Figure 1. Clock wiring as the flow saved it (run 1).
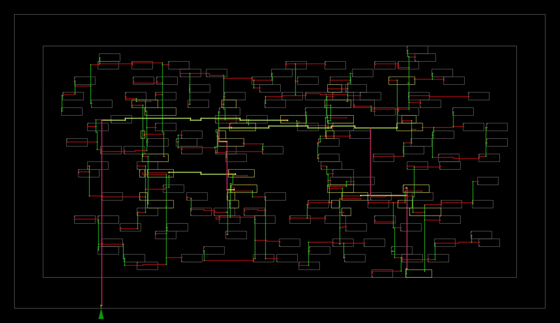
Figure 2. Placement by cell class (run 1).
Bar = 50 um.
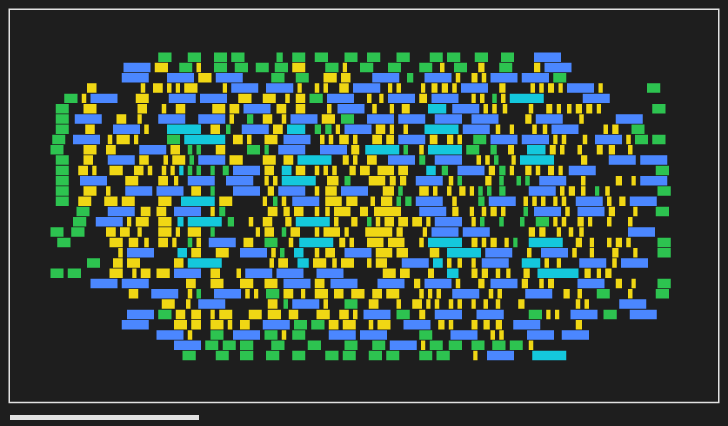
Figure 3. Sizing map (run 1).
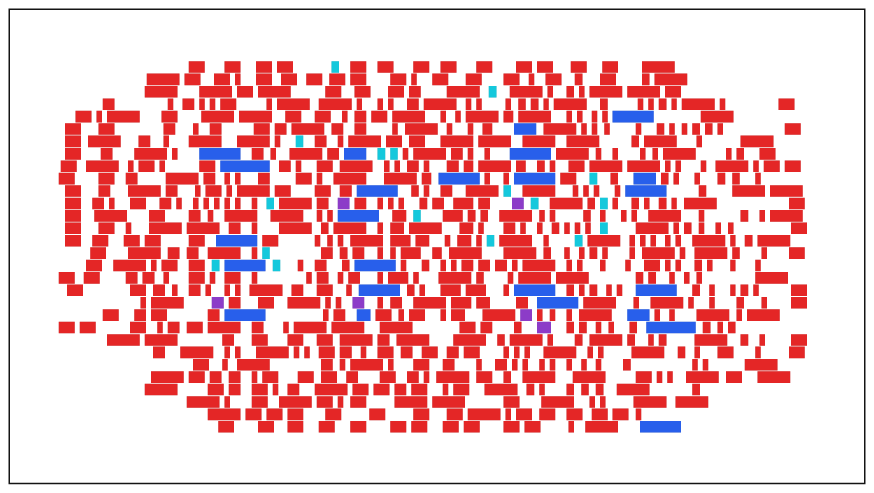
Figure 4. Signal wires on met1 (run 1).
Supply wires on this layer in gray. Cells faint in the background.
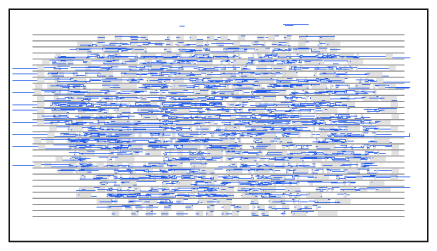
==> config.mk <==
export PLATFORM = sky130hd
export DESIGN_NAME = nibble_serial_subtractor
export DESIGN_NICKNAME = d
export VERILOG_FILES = /design/src/rtl/nibble_serial_subtractor.sv
export SDC_FILE = /design/constraint.sdc
export NUM_CORES = 1
export LEC_CHECK = 0
export CELL_PAD_IN_SITES_DETAIL_PLACEMENT = 1
export CELL_PAD_IN_SITES_GLOBAL_PLACEMENT = 1
export CORE_ASPECT_RATIO = 0.5
export CORE_MARGIN = 10
export CORE_UTILIZATION = 38
export CTS_CLUSTER_DIAMETER = 120
export CTS_CLUSTER_SIZE = 40
export DETAILED_ROUTE_END_ITERATION = 10
export GPL_TIMING_DRIVEN = 0
export PLACE_DENSITY = 0.81
export SYNTH_ARGS = -nofsm -noshare
export SYNTH_HDL_FRONTEND = slang
export SYNTH_SLANG_ARGS = --single-unit
export TNS_END_PERCENT = 30
==> constraint.sdc <==
create_clock -name clk -period 2.92 [get_ports clk]
set_input_delay 0.73 -clock clk [delete_from_list [all_inputs] [get_ports clk]]
set_output_delay 0.73 -clock clk [all_outputs]
set_load 0.005 [all_outputs]
==> src/rtl/nibble_serial_subtractor.sv <==
// Slice-serial subtractor: diff = a - b - borrowIn, SLICE bits per clock, LSB slice first.
// Results load into the output registers on the edge entering DONE and hold until the next completion.
module nibble_serial_subtractor #(
    parameter int unsigned WIDTH = 32,
    parameter int unsigned SLICE = 4
) (
    input  logic             clk,
    input  logic             reset,
    input  logic             start,
    input  logic [WIDTH-1:0] a,
    input  logic [WIDTH-1:0] b,
    input  logic             borrowIn,
    output logic             busy,
    output logic             done,
    output logic [WIDTH-1:0] diff,
    output logic             borrowOut,
    output logic             overflow
);

    localparam int unsigned N  = WIDTH / SLICE;
    localparam int unsigned CW = (N > 1) ? $clog2(N) : 1;
    localparam int unsigned SW = SLICE + 1;

    typedef enum logic [1:0] {S_IDLE, S_RUN, S_DONE} state_t;

    state_t           state_q, state_d;
    logic [CW-1:0]    cnt_q, cnt_d;
    logic [WIDTH-1:0] a_q, a_d;
    logic [WIDTH-1:0] b_q, b_d;
    logic             borrow_q, borrow_d;
    logic [WIDTH-1:0] wdiff_q, wdiff_d;
    logic [WIDTH-1:0] diff_q, diff_d;
    logic             borrow_out_q, borrow_out_d;
    logic             overflow_q, overflow_d;
    logic             busy_q, busy_d;
    logic             done_q, done_d;

    logic [SLICE-1:0] a_s, b_s, slice_d;
    logic [SLICE:0]   slice_res;
    logic             slice_bout;
    logic             msb_borrow;

    // Current slice: operands shift right so the active slice always sits in the low bits.
    always_comb begin
        a_s        = a_q[SLICE-1:0];
        b_s        = b_q[SLICE-1:0];
        slice_res  = {1'b0, a_s} - {1'b0, b_s} - SW'(borrow_q);
        slice_d    = slice_res[SLICE-1:0];
        slice_bout = slice_res[SLICE];
        // Borrow into the slice's top bit recovered from its sum bit: d = a ^ b ^ bin.
        msb_borrow = slice_d[SLICE-1] ^ a_s[SLICE-1] ^ b_s[SLICE-1];
    end

    always_comb begin
        state_d      = state_q;
        cnt_d        = cnt_q;
        a_d          = a_q;
        b_d          = b_q;
        borrow_d     = borrow_q;
        wdiff_d      = wdiff_q;
        diff_d       = diff_q;
        borrow_out_d = borrow_out_q;
        overflow_d   = overflow_q;

        case (state_q)
            S_IDLE, S_DONE: begin
                state_d = S_IDLE;
                if (start) begin
                    a_d      = a;
                    b_d      = b;
                    borrow_d = borrowIn;
                    cnt_d    = '0;
                    state_d  = S_RUN;
                end
            end
            S_RUN: begin
                a_d      = a_q >> SLICE;
                b_d      = b_q >> SLICE;
                wdiff_d  = {slice_d, wdiff_q[WIDTH-1:SLICE]};
                borrow_d = slice_bout;
                cnt_d    = cnt_q + CW'(1);
                if (cnt_q == CW'(N - 1)) begin
                    state_d      = S_DONE;
                    diff_d       = wdiff_d;
                    borrow_out_d = slice_bout;
                    overflow_d   = msb_borrow ^ slice_bout;
                end
            end
            default: state_d = S_IDLE;
        endcase

        busy_d = (state_d == S_RUN);
        done_d = (state_d == S_DONE);
    end

    always_ff @(posedge clk) begin
        if (reset) begin
            state_q      <= S_IDLE;
            cnt_q        <= '0;
            a_q          <= '0;
            b_q          <= '0;
            borrow_q     <= 1'b0;
            wdiff_q      <= '0;
            diff_q       <= '0;
            borrow_out_q <= 1'b0;
            overflow_q   <= 1'b0;
            busy_q       <= 1'b0;
            done_q       <= 1'b0;
        end else begin
            state_q      <= state_d;
            cnt_q        <= cnt_d;
            a_q          <= a_d;
            b_q          <= b_d;
            borrow_q     <= borrow_d;
            wdiff_q      <= wdiff_d;
            diff_q       <= diff_d;
            borrow_out_q <= borrow_out_d;
            overflow_q   <= overflow_d;
            busy_q       <= busy_d;
            done_q       <= done_d;
        end
    end

    assign busy      = busy_q;
    assign done      = done_q;
    assign diff      = diff_q;
    assign borrowOut = borrow_out_q;
    assign overflow  = overflow_q;

endmodule

==> notes.md, run 1 <==
Results of the flow run.

The flow ran to the end, and the final reports show no timing, DRC or antenna violations. The net switching power in the latest report is 1220 uW. The share of total power dissipated in combinational logic is 12.6%. The share of the clock period used by the worst path after layout stands at 81.6%. The total routing resource utilization after global routing stands at 16.7%.

The clock network accounts for 45.6% of the total power. By area, the combinational part of the netlist is dominated by AND-OR/OR-AND gates. The tool flagged a number of max-cap violations equal to 0. The total vias in the final route stands at 4,683.

The endpoint arrival time on the critical path stands at 2.73 ns. By count the netlist is led by sky130_fd_sc_hd__dfxtp_1, sky130_fd_sc_hd__nand2_1, sky130_fd_sc_hd__nor2_1, sky130_fd_sc_hd__a211oi_1, sky130_fd_sc_hd__a21oi_1. Counting flops with a built-in enable in the synthesized netlist gives 0. The accumulated negative setup slack stands at 0 ns. The highest supply drop recorded on VDD is 0.432 mV. The detailed router used layers up to and including met4. The detail route stage leaves a number of antenna-violating nets equal to 0. Synthesis produced a netlist whose cell count is 605. The number of sequential cells stands at 134.

The count of buffers added on input and output ports is 102. The final cell count without fillers stands at 931. The slack of the worst reg-to-reg path stands at 0.54 ns. 104 I/O pins were placed. The critical path is of the flip-flop to flip-flop type.

The fraction of the mapped netlist area in simple logic gates stands at 15.6%. The leakage power figure stands at 0.00266 uW. The xor/xnor share of the synthesized area stands at 1.15%.

The number of warning messages in the yosys log stands at 0. For reference, full adder, half adder and majority cells occupy 2.64% of the area reported after synthesis. At the floorplan stage, the core utilization is reported as 39.0%. The number of hold violations in the final report stands at 0.

For the pin with the worst max-slew slack, the measured transition is 0.665 ns. Counting instances, the worst hold path has a depth of 2. After filler insertion, the fill cell instance count of the layout stands at 1,571. TritonCTS built the clock tree. The worst setup path is launched from a flip-flop. The via count of the first global-routing pass came to 5,233. The main area contributors are sky130_fd_sc_hd__dfxtp_1, sky130_fd_sc_hd__mux2i_1, sky130_fd_sc_hd__a211oi_1, sky130_fd_sc_hd__nand2_1, sky130_fd_sc_hd__nor2_1. The fraction of power spent switching nets stands at 25.5%.

The first-pass GRT wire length stands at 26,900 um. Per the cell usage report, the commonest logic cell in the layout is sky130_fd_sc_hd__dfxtp_1. The mux contribution to synthesized area stands at 9.80%. Counting cells, the worst reg-to-reg path comes to 8. The routed length per instance stands at 17.5 um. Sorting the synthesis cell report by count puts at the top sky130_fd_sc_hd__dfxtp_1. The ratio of cells with drive above 1 in the final layout stands at 6.36%. The flip-flop and latch count after synthesis stands at 134. The die width stands at 187 um. The footprint of the multi-input gates stands at 0.00239 mm^2. Counting plain and timing-repair buffers in the layout gives 152. In the Yosys report the total cell count is 605. For this block, wires on met1 add up to 7140 um. The remaining global-route overflow stands at 0. The synthesized netlist has a Yosys-reported chip area of 0.00531 mm^2. Power spread over the standard cell area amounts to 665 mW/mm^2. The antenna diode instance count stands at 0.

Data on the critical path is required at its endpoint by 3.27 ns. Per the STA report, the cell with the highest stage delay on the worst path is sky130_fd_sc_hd__or4_1. In this run the number of cells on the critical path is 8. The layout report lists the non-clock buffer share of cell area as 17.1%. Summed over all nets, wire length on met3 after detailed routing comes to 630 um. The combined buffer and inverter count along the critical path stands at 1. Of the total power, registers draw 41.8%.

Per the synthesis report, the AND-OR/OR-AND share of the synthesized area is 15.8%. The worst path needs 2.38 ns of the cycle, external delays included. The count of warning messages emitted by the tools stands at 27. Among all flip-flop cells after synthesis, the most frequent one is sky130_fd_sc_hd__dfxtp_1. Setup repair after global routing left no endpoint under its margin. The average instance area after synthesis stands at 8.78 um^2. The DRC violation total left in the routed layout is recorded as 0. The worst-case headroom to the max-slew limit stands at 55.7%.

Clock cells make up 8.42% of the layout cell area. Looking at hold timing, the worst path starts from diff[7]. The pin count of the biggest net entering global routing stands at 17. Routability-driven placement finished with a final weighted congestion of 0.824.

Per STA, the endpoint of the critical path is overflow. Clock tree synthesis selected as its root buffer the cell sky130_fd_sc_hd__clkbuf_16. In this run the full chip footprint comes out at 0.0194 mm^2.

The number of well taps stands at 192. The number of setup buffers added after CTS is 0. After layout, the worst setup slack is 0.537 ns.
About Figure 1:
clock latency at the later pin of the worst-skew pair: 0.41 ns
clock network power consumption: 2180 uW
number of clock buffers in the layout: 22
total CTS buffers: 17

About Figure 2:
legend:
  cyan:
    class: clock drivers and dummy loads
    cells: 32
  blue:
    class: registers
    cells: 134
  yellow:
    class: remaining logic cells
    cells: 421
  green:
    class: remaining buffers and delay cells
    cells: 152
placeable core region: 0.0136 mm^2
sequential cell area share: 37.4%
number of cell rows: 30

About Figure 3:
legend:
  red:
    size: x1 and smaller
    cells: 692
    share: 94%
  cyan:
    size: x2
    cells: 17
    share: 2.3%
  blue:
    size: x6 and larger
    cells: 24
    share: 3.2%
  purple:
    size: x3 and x4
    cells: 6
    share: 0.81%
post-route cell area: 0.00718 mm^2
area added between synthesis and finish: 35.1%

About Figure 4:
share of all routed wire: 44%
nets with wire on the layer: 761
wire length on this layer: 7,140 um
longest straight run: 52.0 um
main direction: horizontal
aggregate routed wire length: 16,300 um
met1 Resource Use GR: 19.6%

==> inputs of run 2 (changes only) <==
==> constraint.sdc (replaced) <==
create_clock -name clk -period 2.3 [get_ports clk]
set_input_delay 0.575 -clock clk [delete_from_list [all_inputs] [get_ports clk]]
set_output_delay 0.575 -clock clk [all_outputs]
set_load 0.005 [all_outputs]
Figure 5. Sizing map (run 2).
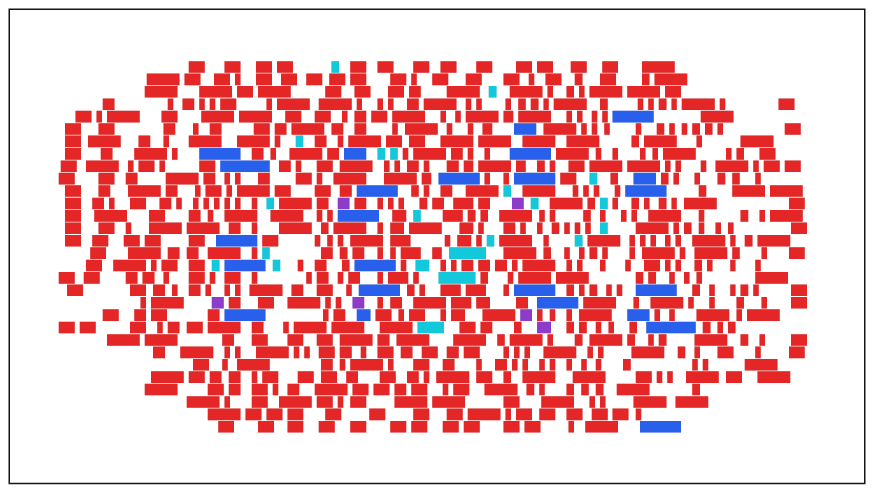
legend:
  cyan:
    size: x2
    cells: 21
    share: 2.8%
  purple:
    size: x3 and x4
    cells: 6
    share: 0.81%
  blue:
    size: x6 and larger
    cells: 24
    share: 3.2%
  red:
    size: x1 and smaller
    cells: 688
    share: 93%

==> run 2 against run 1 <==
  * First-iteration DRC count increased by 2.1%
  * Final cell count unchanged
  * Power is 28% higher
  * Critical path depth unchanged
  * Critical endpoint unchanged
==> notes.md, run 2 <==
Results of the flow run.

Grouping non-sequential cells by family puts the most area in AND-OR/OR-AND gates. The slowest stage of the critical path is the sky130_fd_sc_hd__or4_1 cell. The fraction of the mapped netlist area in adder cells came to 2.64% (unchanged). The number of nets still failing antenna checks after routing came to 0 (unchanged). For this run, the final setup violation count is recorded as 0.

The remaining design rule violation count stands at 0 (unchanged). The post-route cell area stands at 0.00719 mm^2 (+0.23%). The first-pass GRT wire length was 26,900 um (-0.13%). Per the timing report, the most critical flop-to-flop path originates at b_q[0]. The non-clock inverters instantiated in the layout total 8.

The clock passes through at most 2 buffers. The slew at the pin closest to its max-slew limit stands at 0.660 ns (-0.00504 ns). The die width stands at 187 um (unchanged). The yosys stat cell total came to 605 (unchanged). The die is 104 um tall. The clock buffer instance count of the final layout is 22 (unchanged). For this run, the post-layout net count is 804. The commonest cells after synthesis are sky130_fd_sc_hd__dfxtp_1, sky130_fd_sc_hd__nand2_1, sky130_fd_sc_hd__nor2_1, sky130_fd_sc_hd__a211oi_1, sky130_fd_sc_hd__a21oi_1. The number of cells after detailed placement stands at 899. Among all cell types in the netlist, the one instantiated most often is sky130_fd_sc_hd__dfxtp_1. The non-clock buffer count in the final layout came to 152 (unchanged).

The routed length on met2 stands at 8220 um. The via-per-instance ratio stands at 5.07. Per STA, the worst path accumulates the most delay in the family adder cells. The antenna diode instance count stands at 0 (unchanged).

The floorplan die area stands at 0.0194 mm^2 (unchanged). The cell area reported after detailed placement stands at 0.00657 mm^2. The mux contribution to synthesized area stands at 9.80% (unchanged). The global routing met1 resource utilization stands at 19.5% (-0.080 points). The biggest fanout along the worst timing path stands at 4. The routed length per instance came to 17.6 um (+0.79%).

The leakage power figure was 0.00266 uW (+0.12%). The number of max-slew violations in the final report stands at 0. The number of sequential cells is 134 (unchanged). The flip-flop and latch count after synthesis stands at 134 (unchanged). The accumulated negative setup slack is 0 ns (unchanged). The final cell count without fillers is 931 (unchanged). The area taken by flip-flops and latches stands at 0.00268 mm^2. Routing resource usage on met3 recorded by global route was 3.78%. The end-of-flow core utilization stands at 52.8%. Per the CTS log, the root buffer master is sky130_fd_sc_hd__clkbuf_16.

Hold is met by 0.458 ns. The biggest cell delay along the critical path stands at 0.49 ns. The number of filler cells placed in the layout was 1,568 (-0.19%). The final critical-path required period was 2.27 ns (-0.117 ns).

The cell count along the critical path was 8 (unchanged). The required time at the endpoint of the critical path stands at 2.65 ns (-0.62 ns). Per the synthesis report, the single largest cell type by area occupies 50.5% of cell area. STA classifies the critical path startpoint as a flip-flop. The number of gates resized after cts stands at 2. The cell internal power dissipation stands at 4530 uW. In this run the most used layer during global routing was met2. The weighted congestion reported at the end of routability-driven placement was 0.824 (unchanged). For this run, the leading register cell type out of synthesis is sky130_fd_sc_hd__dfxtp_1. The ratio of total power to cell area stands at 846 mW/mm^2 (+27%).

The top cell type in the final layout, fill and taps aside, is sky130_fd_sc_hd__dfxtp_1. The number of warning messages in the yosys log stands at 0 (unchanged). The average instance area after synthesis stands at 8.78 um^2 (unchanged).

The share of power burned in the clock network stands at 45.5% (about the same). The number of buffers inserted by post-CTS setup repair stands at 0 (unchanged). The endpoint identified for the worst register-to-register timing path is overflow. The run finished with clean final reports. The share of total power in sequential cells is 41.6% (-0.2 points).

The xor/xnor share of the synthesized area stands at 1.15% (unchanged). The power attributed to sequential cells stands at 2530 uW. The number of port buffers stands at 102 (unchanged). The worst-case headroom to the max-slew limit stands at 56.0% (+0.34 points). The ratio of cells with drive above 1 in the final layout stands at 6.90% (+0.54 points). The total routing resource utilization after global routing stands at 16.7% (-0.021 points).

Looking at the worst setup and hold paths, the clock pins of their registers show a slew of 0.06 ns. The critical path ends at overflow. Summed over all instances, the cell type with the most area after synthesis is sky130_fd_sc_hd__dfxtp_1. The smallest setup slack after layout stands at 0.0337 ns (-0.503 ns). Ranked by power, first place goes to clock.

The initial detailed-routing violation count stands at 199. The synthesis-to-finish area growth stands at 35.4%. By area, the class that comes first in the final layout consists of sequential cells. Hold repair after CTS inserted 0 buffers.

The routed wire length stands at 16,400 um (+0.79%). The total vias in the final route was 4,723 (+0.85%). The count of warning messages emitted by the tools came to 27 (unchanged). Per the post-synthesis report, the nets total 683.

OpenSTA lists the critical path startpoint as b_q[0]. The clock network power came to 2770 uW (+27%). The count of multi-input combinational gates stands at 413. The remaining global-route overflow came to 0 (unchanged). The via count of the first global-routing pass stands at 5,238 (+0.096%). The pin count of the biggest net entering global routing is 17 (unchanged). The number of standard cells after synthesis came to 605 (unchanged). The area of the core was 0.0136 mm^2 (unchanged). The routed metal-1 wirelength stands at 7190 um (+0.70%). Ranked by total cell area, the synthesized netlist is headed by sky130_fd_sc_hd__dfxtp_1, sky130_fd_sc_hd__mux2i_1, sky130_fd_sc_hd__a211oi_1, sky130_fd_sc_hd__nand2_1, sky130_fd_sc_hd__nor2_1. The fraction of power spent switching nets came to 25.6% (+0.15 points). The number of well taps is 192 (unchanged). The share of async-settable or async-resettable flops after synthesis stands at 0%. The sequential portion of the cell area stands at 37.3% (-0.085 points). For reference, the most critical setup path is categorized as flip-flop to flip-flop.

The number of hold violations in the final report is 0 (unchanged). TritonCTS built the clock tree. STA classifies the critical path endpoint as a flip-flop. The endpoint arrival time on the critical path was 2.62 ns (-0.11 ns). The non-clock buffer contribution to total cell area is 17.1% (-0.039 points). The share of the clock period used by the worst path after layout stands at 98.5% (+17 points). The half-perimeter wire length after placement stands at 11,800 um. The switching power was 1560 uW (+28%).

The fraction of the mapped netlist area in compound gates is 15.8% (unchanged). The fraction of the mapped netlist area in simple logic gates stands at 15.6% (unchanged). Per the synthesis report, the number of distinct cell types is 23.

Based on the critical path, the design can be clocked at up to 441 MHz. The number of rows in the core area stands at 30 (unchanged). The netlist area before placement stands at 0.00531 mm^2. The number of flops mapped to enable cells by yosys stands at 0 (unchanged). The number of detailed-routing iterations run before antenna repair stands at 4. The slack of the worst reg-to-reg path stands at 0.03 ns (-0.50 ns). The initial antenna violation count stands at 0.

The portion of total power attributed to combinational logic stands at 12.9% (+0.3 points). The layout report gives the multi-input gate share of total cell area as 33.5%. STA reports the tightest min-delay check as being of type flip-flop to flip-flop.

Setup slack on the worst path after placement came out at -0.0706 ns. The max-cap violation count is 0 (unchanged). The clock-cell share of area stands at 8.40% (-0.019 points). The starting density of the core came to 39.0% (unchanged).

The startpoint identified for the worst hold timing path is diff[7]. The hold-critical path depth came to 2 (unchanged). Power attributed to combinational cells is 784 uW. The number of buffers inserted during clock tree synthesis came to 17 (unchanged).

Hold analysis lists the worst path endpoint as diff[7]. The sequential area share after synthesis stands at 50.5%. The met3 wire length came to 663 um (+5.2%). The worst supply voltage drop on vdd is 0.555 mV (+28%). Per the detail_route log, the uppermost layer with routed signals is met4. The design draws 6090 uW. The chip area in the Yosys report stands at 0.00531 mm^2 (unchanged). The combined buffer and inverter count along the critical path stands at 1 (unchanged). The length in cells of the worst reg-to-reg path stands at 8 (unchanged). The number of top-level pins stands at 104 (unchanged). Ranking logic cells in the layout by count gives the top entries sky130_fd_sc_hd__dfxtp_1, sky130_fd_sc_hd__nand2_1, sky130_fd_sc_hd__clkdlybuf4s50_1, sky130_fd_sc_hd__nor2_1, sky130_fd_sc_hd__a211oi_1.

The footprint of the multi-input gates was 0.00241 mm^2 (+0.68%).
Figure 6. Clock wiring as the flow saved it (run 2).
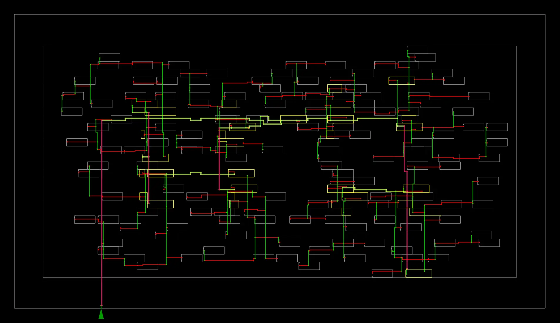
final setup skew: 0.00856 ns
clock latency at the later pin of the worst-skew pair: 0.42 ns
clock tree sinks: 134

==> inputs of run 3 (changes only) <==
--- a/config.mk
+++ b/config.mk
@@ -8,7 +8,7 @@
 export CELL_PAD_IN_SITES_DETAIL_PLACEMENT = 1
 export CELL_PAD_IN_SITES_GLOBAL_PLACEMENT = 1
 export CORE_ASPECT_RATIO = 0.5
-export CORE_MARGIN = 10
+export CORE_MARGIN = 2
 export CORE_UTILIZATION = 38
 export CTS_CLUSTER_DIAMETER = 120
 export CTS_CLUSTER_SIZE = 40
Figure 7. Placement by cell class (run 3).
Bar = 50 um.
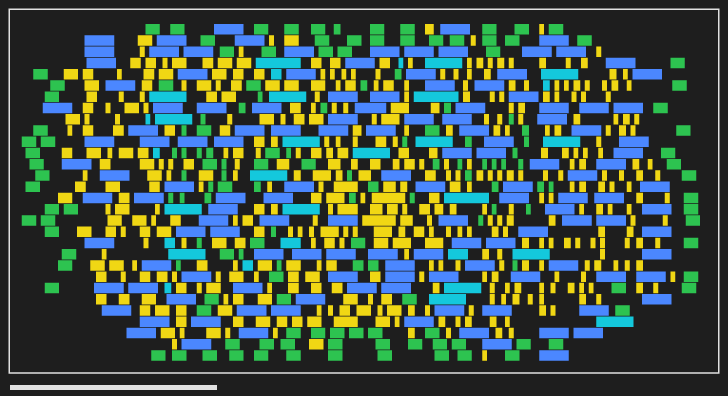
legend:
  blue:
    class: registers
    cells: 134
  green:
    class: remaining buffers and delay cells
    cells: 155
  cyan:
    class: clock drivers and dummy loads
    cells: 30
  yellow:
    class: remaining logic cells
    cells: 421
placeable core region: 0.0136 mm^2
post-route cell area: 0.00722 mm^2
sequential cell area share: 37.2%
end-of-flow core utilization: 53.1%

==> run 3 against run 2 <==
  * Die size fell by 23%
  * Worst setup slack got worse by 0.0099 ns
  * First-iteration DRC count fell by 24%
  * Combinational power rose by 6.6%
  * Largest power group unchanged
  * Highest routed layer unchanged
==> notes.md, run 3 <==
Results of the flow run.

The top achievable clock speed stands at 439 MHz (-0.43%). The share of the synthesized area in the top cell type came to 50.5% (unchanged). The number of max-slew violations in the final report came to 0 (unchanged).

The worst-case headroom to the max-slew limit was 60.3% (+4.3 points). The setup path with the least slack is of type flip-flop to flip-flop. The endpoint arrival time on the critical path was 2.63 ns (about the same). The non-clock buffer count in the final layout came to 155 (+2.0%).

TritonCTS built the clock tree. The initial detailed-routing violation count was 151 (-24%). The share of the clock period used by the worst path after layout was 99.0% (+0.43 points).

The hold-critical path depth was 2 (unchanged). The final critical-path required period came to 2.28 ns (+0.00988 ns). The number of logic inverters in the finished layout stands at 8 (unchanged). The y dimension of the die stands at 87.6 um (-15%). The routed length per instance stands at 17.0 um (-3.9%).

The worst register-to-register path ends at overflow. The combined buffer and inverter count along the critical path stands at 1 (unchanged). The number of detailed-routing iterations run before antenna repair stands at 4 (unchanged). The met3 wire length came to 530 um (-20%). The weighted congestion reported at the end of routability-driven placement came to 0.838 (+1.7%). The final count of negative-setup-slack endpoints is 0 (unchanged). The starting density of the core is 39.1% (+0.11 points).

The fraction of the mapped netlist area in simple logic gates stands at 15.6% (unchanged). The routed length on met2 stands at 7830 um (-4.8%). The met3 global-route usage stands at 4.56% (+0.78 points). The required time at the endpoint of the critical path came to 2.65 ns (about the same). The number of flops mapped to enable cells by yosys is 0 (unchanged).

The via-per-instance ratio came to 5.07 (-0.11%). In this design, the largest share of critical-path delay is due to adder cells. The ratio of cells with drive above 1 in the final layout stands at 7.16% (+0.26 points). The largest individual stage delay along the critical path comes from the cell sky130_fd_sc_hd__or4_1. The max-cap violation count stands at 0 (unchanged). The power in combinational cells came to 836 uW (+6.6%).

The area taken by flip-flops and latches stands at 0.00268 mm^2 (about the same). The number of cells after detailed placement stands at 899 (unchanged). The number of distinct library cells after synthesis stands at 23 (unchanged).

The net count of the finished layout was 807 (+0.37%). The number of buffers inserted by post-CTS setup repair is 0 (unchanged). The flow measured a signed area growth from synthesis to layout of 35.8%. The post-cts hold-fix buffer tally is 0 (unchanged). The leakage power figure was 0.00269 uW (+0.84%). The yosys stat cell total came to 605 (unchanged). After synthesis, the most frequently instantiated cells are sky130_fd_sc_hd__dfxtp_1, sky130_fd_sc_hd__nand2_1, sky130_fd_sc_hd__nor2_1, sky130_fd_sc_hd__a211oi_1, sky130_fd_sc_hd__a21oi_1. The biggest fanout along the worst timing path stands at 4 (unchanged). The most frequently used library cell after synthesis is sky130_fd_sc_hd__dfxtp_1. The slack of the worst reg-to-reg path is 0.02 ns (about the same). The cell count along the critical path stands at 8 (unchanged). The share of total power in sequential cells came to 41.4% (-0.2 points). The initial antenna violation count was 0 (unchanged). The ratio of total power to cell area stands at 848 mW/mm^2 (+0.26%). The cell area reported after detailed placement stands at 0.00657 mm^2 (unchanged). The number of top-level pins stands at 104 (unchanged). The flow ran to the end, and the final reports show no timing, DRC or antenna violations.

The pin count of the biggest net entering global routing is 17 (unchanged). The count of multi-input combinational gates was 413 (unchanged). The clock network power was 2750 uW (about the same). The clock latency on the worst-skew pair stands at 0.41 ns (about the same). The smallest setup slack after layout came to 0.0238 ns (-0.00988 ns).

The number of standard cells after synthesis stands at 605 (unchanged). The fraction of power spent switching nets is 25.2% (-0.49 points). The number of warning messages in the yosys log stands at 0 (unchanged). The accumulated negative setup slack came to 0 ns (unchanged). The netlist area before placement came to 0.00531 mm^2 (unchanged).

The half-perimeter wire length after placement came to 10,600 um (-10%). Looking at the area split, the leading class of cells is sequential cells. The most used flip-flop cell after synthesis is sky130_fd_sc_hd__dfxtp_1. For reference, the top logic cell family by area is AND-OR/OR-AND gates. The net count after synthesis stands at 683 (unchanged).

The share of power burned in the clock network stands at 44.9% (-0.6 points).
Figure 8. Signal wires on met1 (run 3).
Supply wires on this layer in gray. Cells faint in the background.
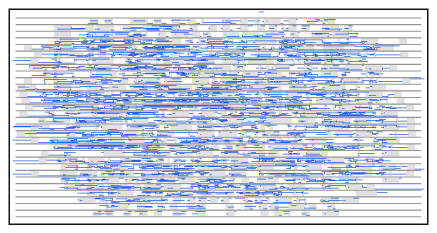
main direction: horizontal
longest straight run: 50.1 um
nets with wire on the layer: 764
wire length on this layer: 7,180 um
overall via count from detail_route: 4,723
aggregate routed wire length: 15,800 um
met1 Resource Use GR: 27.6%

Power figures rest on the tool's default switching activity, not on a simulated workload.
